**Gate families picked out**

Bar = 20 um.
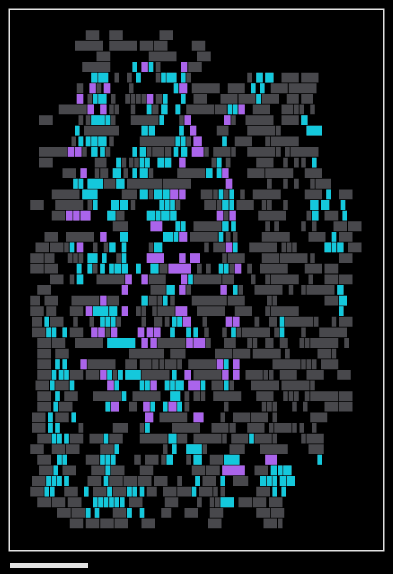
**Placement by cell class**

Fill, decap, tap and diode cells in gray.
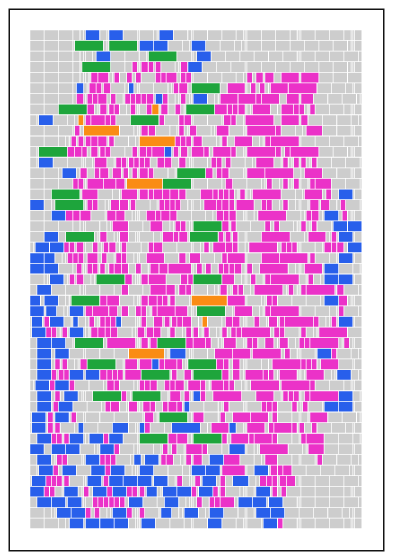
**Metal layers overlaid**

Two of the layers only.
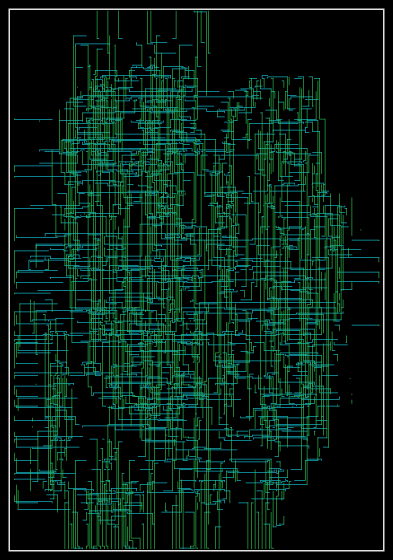
**Pin map**

Pins as bars across the die edge, other pins in gray.
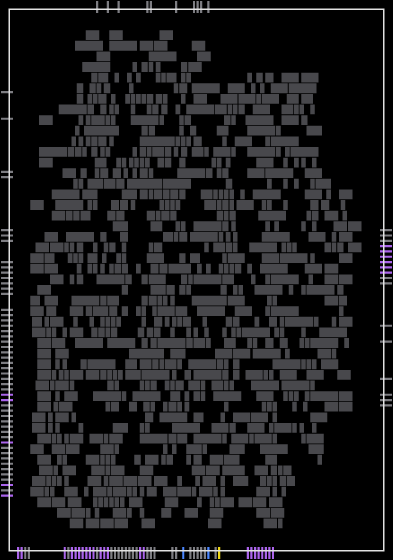
==> config.mk <==
export PLATFORM = sky130hd
export DESIGN_NAME = mult_9_stream_source
export DESIGN_NICKNAME = d
export VERILOG_FILES = /design/src/rtl/mult_9_pkg.sv /design/src/rtl/mult_9_stream_source_arbiter.sv /design/src/rtl/mult_9_stream_source.sv
export SDC_FILE = /design/constraint.sdc
export NUM_CORES = 1
export LEC_CHECK = 0
export ABC_AREA = 1
export CORE_ASPECT_RATIO = 1.5
export CORE_MARGIN = 5
export CORE_UTILIZATION = 39
export DETAILED_ROUTE_END_ITERATION = 7
export GPL_TIMING_DRIVEN = 0
export HOLD_SLACK_MARGIN = 0.1
export MAX_ROUTING_LAYER = met4
export PLACE_DENSITY = 0.69
export SETUP_SLACK_MARGIN = 0.3
export SLEW_MARGIN = 15
export SYNTH_ARGS = -nofsm -noshare
export SYNTH_HDL_FRONTEND = slang
export SYNTH_SLANG_ARGS = --single-unit
==> constraint.sdc <==
create_clock -name clk -period 8.67 [get_ports clk]
set_input_delay 1.3005 -clock clk [delete_from_list [all_inputs] [get_ports clk]]
set_output_delay 1.3005 -clock clk [all_outputs]
set_load 0.03 [all_outputs]
==> results.sh <==
# yosys + openroad results
export IMPL_yosysTopAreaCell="dfxtp_1"
export IMPL_area_delta_synth_final_pct=35.5
export IMPL_cts_tree="done"
export IMPL_hp_class="flop to flop"
export IMPL_arrival_ns=7.75
export IMPL_die_area_sq_um=13200
export IMPL_cp_max_fo=9
export IMPL_yosys_stat_cells=632
export IMPL_critPathKind="input port to flop"
export IMPL_grt_setup_unrepaired="no"
export IMPL_tightest_slew_ns=0.640
export IMPL_area_leaders="dfxtp_1, nand2_1, fa_1, ha_1, inv_1"
export IMPL_ys_types=40
export IMPL_cp_data_required_time_ns=8.83
export IMPL_slew_headroom=0.573
export IMPL_nets=888
export IMPL_fp_util=0.394
export IMPL_ys_flops=31
export IMPL_crit_slowest_cell="fa_1"
export IMPL_startpoint_type="input port"
export IMPL_drtAntennaViolNets=0
export IMPL_ctsHoldBuffers=0
export IMPL_grt_first_pass_wirelength_mm=23.1
export IMPL_grt_remaining_overflow=0
export IMPL_cts_made_buffers=5
export IMPL_edf_count=0
export IMPL_ys_chip_area_sq_um=4280
export IMPL_path_depth=29
export IMPL_clock_latency_ns=0.28
export IMPL_root_buffer="clkbuf_16"
export IMPL_die_x_um=95.6
export IMPL_hpwlAfterDp_mm=11.9
export IMPL_top_area_frac=0.145
export IMPL_netlist_top_cells_count="nand2_1, inv_1, nor2_1"
export IMPL_antenna_found_initial=0
export IMPL_ys_warn_count=0
export IMPL_n_antenna_cell=0
export IMPL_tns_ns=0
export IMPL_post_route_drc_count=0
export IMPL_grt_use_met3=0.0207
export IMPL_final_core_util=0.534
export IMPL_largest_reg_flops=28
export IMPL_yosys_most_used_dff="dfxtp_1"
export IMPL_holdPathStages=2
export IMPL_vias_per_cell=5.05
export IMPL_skew_ns=0.00324
export IMPL_clk_path_buf_depth=2
export IMPL_dr_first_iter_drc_count=158
export IMPL_busiest_layer="met2"
export IMPL_p_leak_nw=2.86
export IMPL_cts_sinks=31
export IMPL_grt_pass1_vias=4789
export IMPL_drv_slew=0
export IMPL_end_kind="flop"
export IMPL_fmax_ghz=0.132
export IMPL_status="complete, no violations"
export IMPL_syn_inst=632
export IMPL_netlist_area_sq_um=4280
export IMPL_synth_area_per_cell_sq_um=6.78
export IMPL_warning_count=33
export IMPL_htreeDepth=2
export IMPL_postSynthSeqShare=0.145
export IMPL_met1_usage=0.235
export IMPL_r2r_slack_ns=1.95
export IMPL_cellPowerDensity_nw_per_um2=194
export IMPL_post_cts_resize_count=0
export IMPL_drive_above_1_share=0.101
export IMPL_setup_violations_final=0
export IMPL_use_met2=0.429
export IMPL_post_cts_setup_buffers=0
export IMPL_hold_viol_final=0
export IMPL_io_pin_count=126
export IMPL_yosysMostFrequentCell="nand2_1"
export IMPL_min_period_ns=7.60
export IMPL_clk_pin_slew_ns=0.05
export IMPL_r2r_cells=28
export IMPL_critPathMaxStageDelay_ns=0.54
export IMPL_cpLargestDelayFamily="adder cells"
export IMPL_async_reset_ff_frac=0
export IMPL_cp_num_buf_inv=6
export IMPL_fp_nets=761
export IMPL_period_used=0.876
export IMPL_grt_max_degree=13
export IMPL_cap_violations=0
export IMPL_place_congestion=0.937
export IMPL_ir_drop_uv=110
export IMPL_drtPass1Iterations=5
-- 'gate families picked out' (at the start) --
[cyan] NAND gates | cells: 232 | most used: nand2_1
[purple] inverting AOI/OAI gates | cells: 78 | most used: a21oi_1
most frequent logic cell in the layout: nand2_1
Comb/total area: 0.539

-- 'placement by cell class' (at the start) --
[blue] other buffers and delay cells | cells: 144
[green] flip-flops | cells: 31
[orange] clock drivers and dummy loads | cells: 8
[magenta] all other logic | cells: 577
core box area: 10,900 sq um
Row Count: 47
flop share of the area: 0.107

-- 'metal layers overlaid' (at the start) --
[green] met2 | wire length: 7,920 um
[cyan] met1 | wire length: 5,290 um
drt total wl: 14.4 mm
total number of vias: 4,578
wire length per cell: 15.9 um
Tot GR Track Use: 0.228

-- 'pin map' (at the start) --
[yellow] dbg_rr_ptr | pins: 1 | direction: output | edge: south
[blue] read_port_cfg_empty | pins: 2 | direction: input | edge: south
[purple] read_port_cfg_dout | pins: 34 | direction: input | edge: 23 south, 6 east, 5 west
all pins by edge: 50 west, 49 south, 17 east, 10 north
port bufs: 120
Die Height: 138 um

layout make-up:
class | count | area, sq um
well taps | 147 | 184
multi-input cells | 480 | 3130
inverters | 97 | 364
flip-flops and latches | 31 | 621
fillers | 1067 | 5070
plain buffers | 24 | 168
clock inverters | 1 | 5.00
clock buffers | 7 | 133
repair buffers | 120 | 1200
placed cells by master (no fill, tap or decap), drive strengths merged:
master,synthesis,layout
nand3b,8,8
nor2,79,79
a21o,1,1
nand2,186,186
buf,17,17
a31oi,8,8
a221oi,2,2
xnor2,9,9
inv,97,97
o21ai,26,26
xor2,9,9
clkbuf,7,14
a21oi,37,37
o31ai,3,3
clkinv,0,1
dfxtp,31,31
nand4,6,6
nand3,32,32
or2,3,3
a32oi,1,1
clkdlybuf4s50,0,120
fa,28,28
ha,40,40
and2,1,1
a22oi,1,1
where the power goes:
part           internal, mW  total, mW  switching [mW]
combinational         0.299      0.788           0.489
sequential            0.157      0.170          0.0133
clock                 0.106      0.169          0.0632
total                 0.562       1.13           0.565
per-stage QoR:
| step | hold slack [ns] | std cells | setup slack [ns] | area [sq um] | total power, mW |
|---|---|---|---|---|---|
| floorplan | 0.508 | 632 | 1.75 | 4280 | 0.728 |
| global placement | 0.476 | 899 | 0.782 | 5670 | 0.939 |
| detailed placement | 0.504 | 899 | 0.802 | 5670 | 0.951 |
| CTS | 0.516 | 907 | 1.06 | 5810 | 1.13 |
| global route | 0.537 | 907 | 0.697 | 5810 | 1.24 |
| finish | 0.513 | 907 | 1.07 | 5810 | 1.13 |
logic make-up after synthesis:
kind of cell / after synthesis / synth area share
xor gates and xnor gates: 18 / 0.0368
DFF: 31 / 0.145
AOI/OAI and AO/OA: 79 / 0.109
and+or+nand+nor: 315 / 0.337
adders and majority gates: 68 / 0.248
buffers and inverters: 121 / 0.124
worst reg2reg max path, delay by kind of cell, from the launching register on:
kind,cells,cell delay (ns)
xor+xnor,1,0.30
flops,1,0.57
buf+inv,5,0.48
simple gates,10,1.24
fa+ha+maj,7,3.04
compound gates,5,0.96
metal layers:
metal	share of wire	routed length, um	up-vias
li1	-	-	2229
met1	0.37	5290	2129
met2	0.55	7920	172
met3	0.046	662	48
met4	0.038	542	0
met5	0	0	-
Power is estimated from default activity; no workload was simulated.
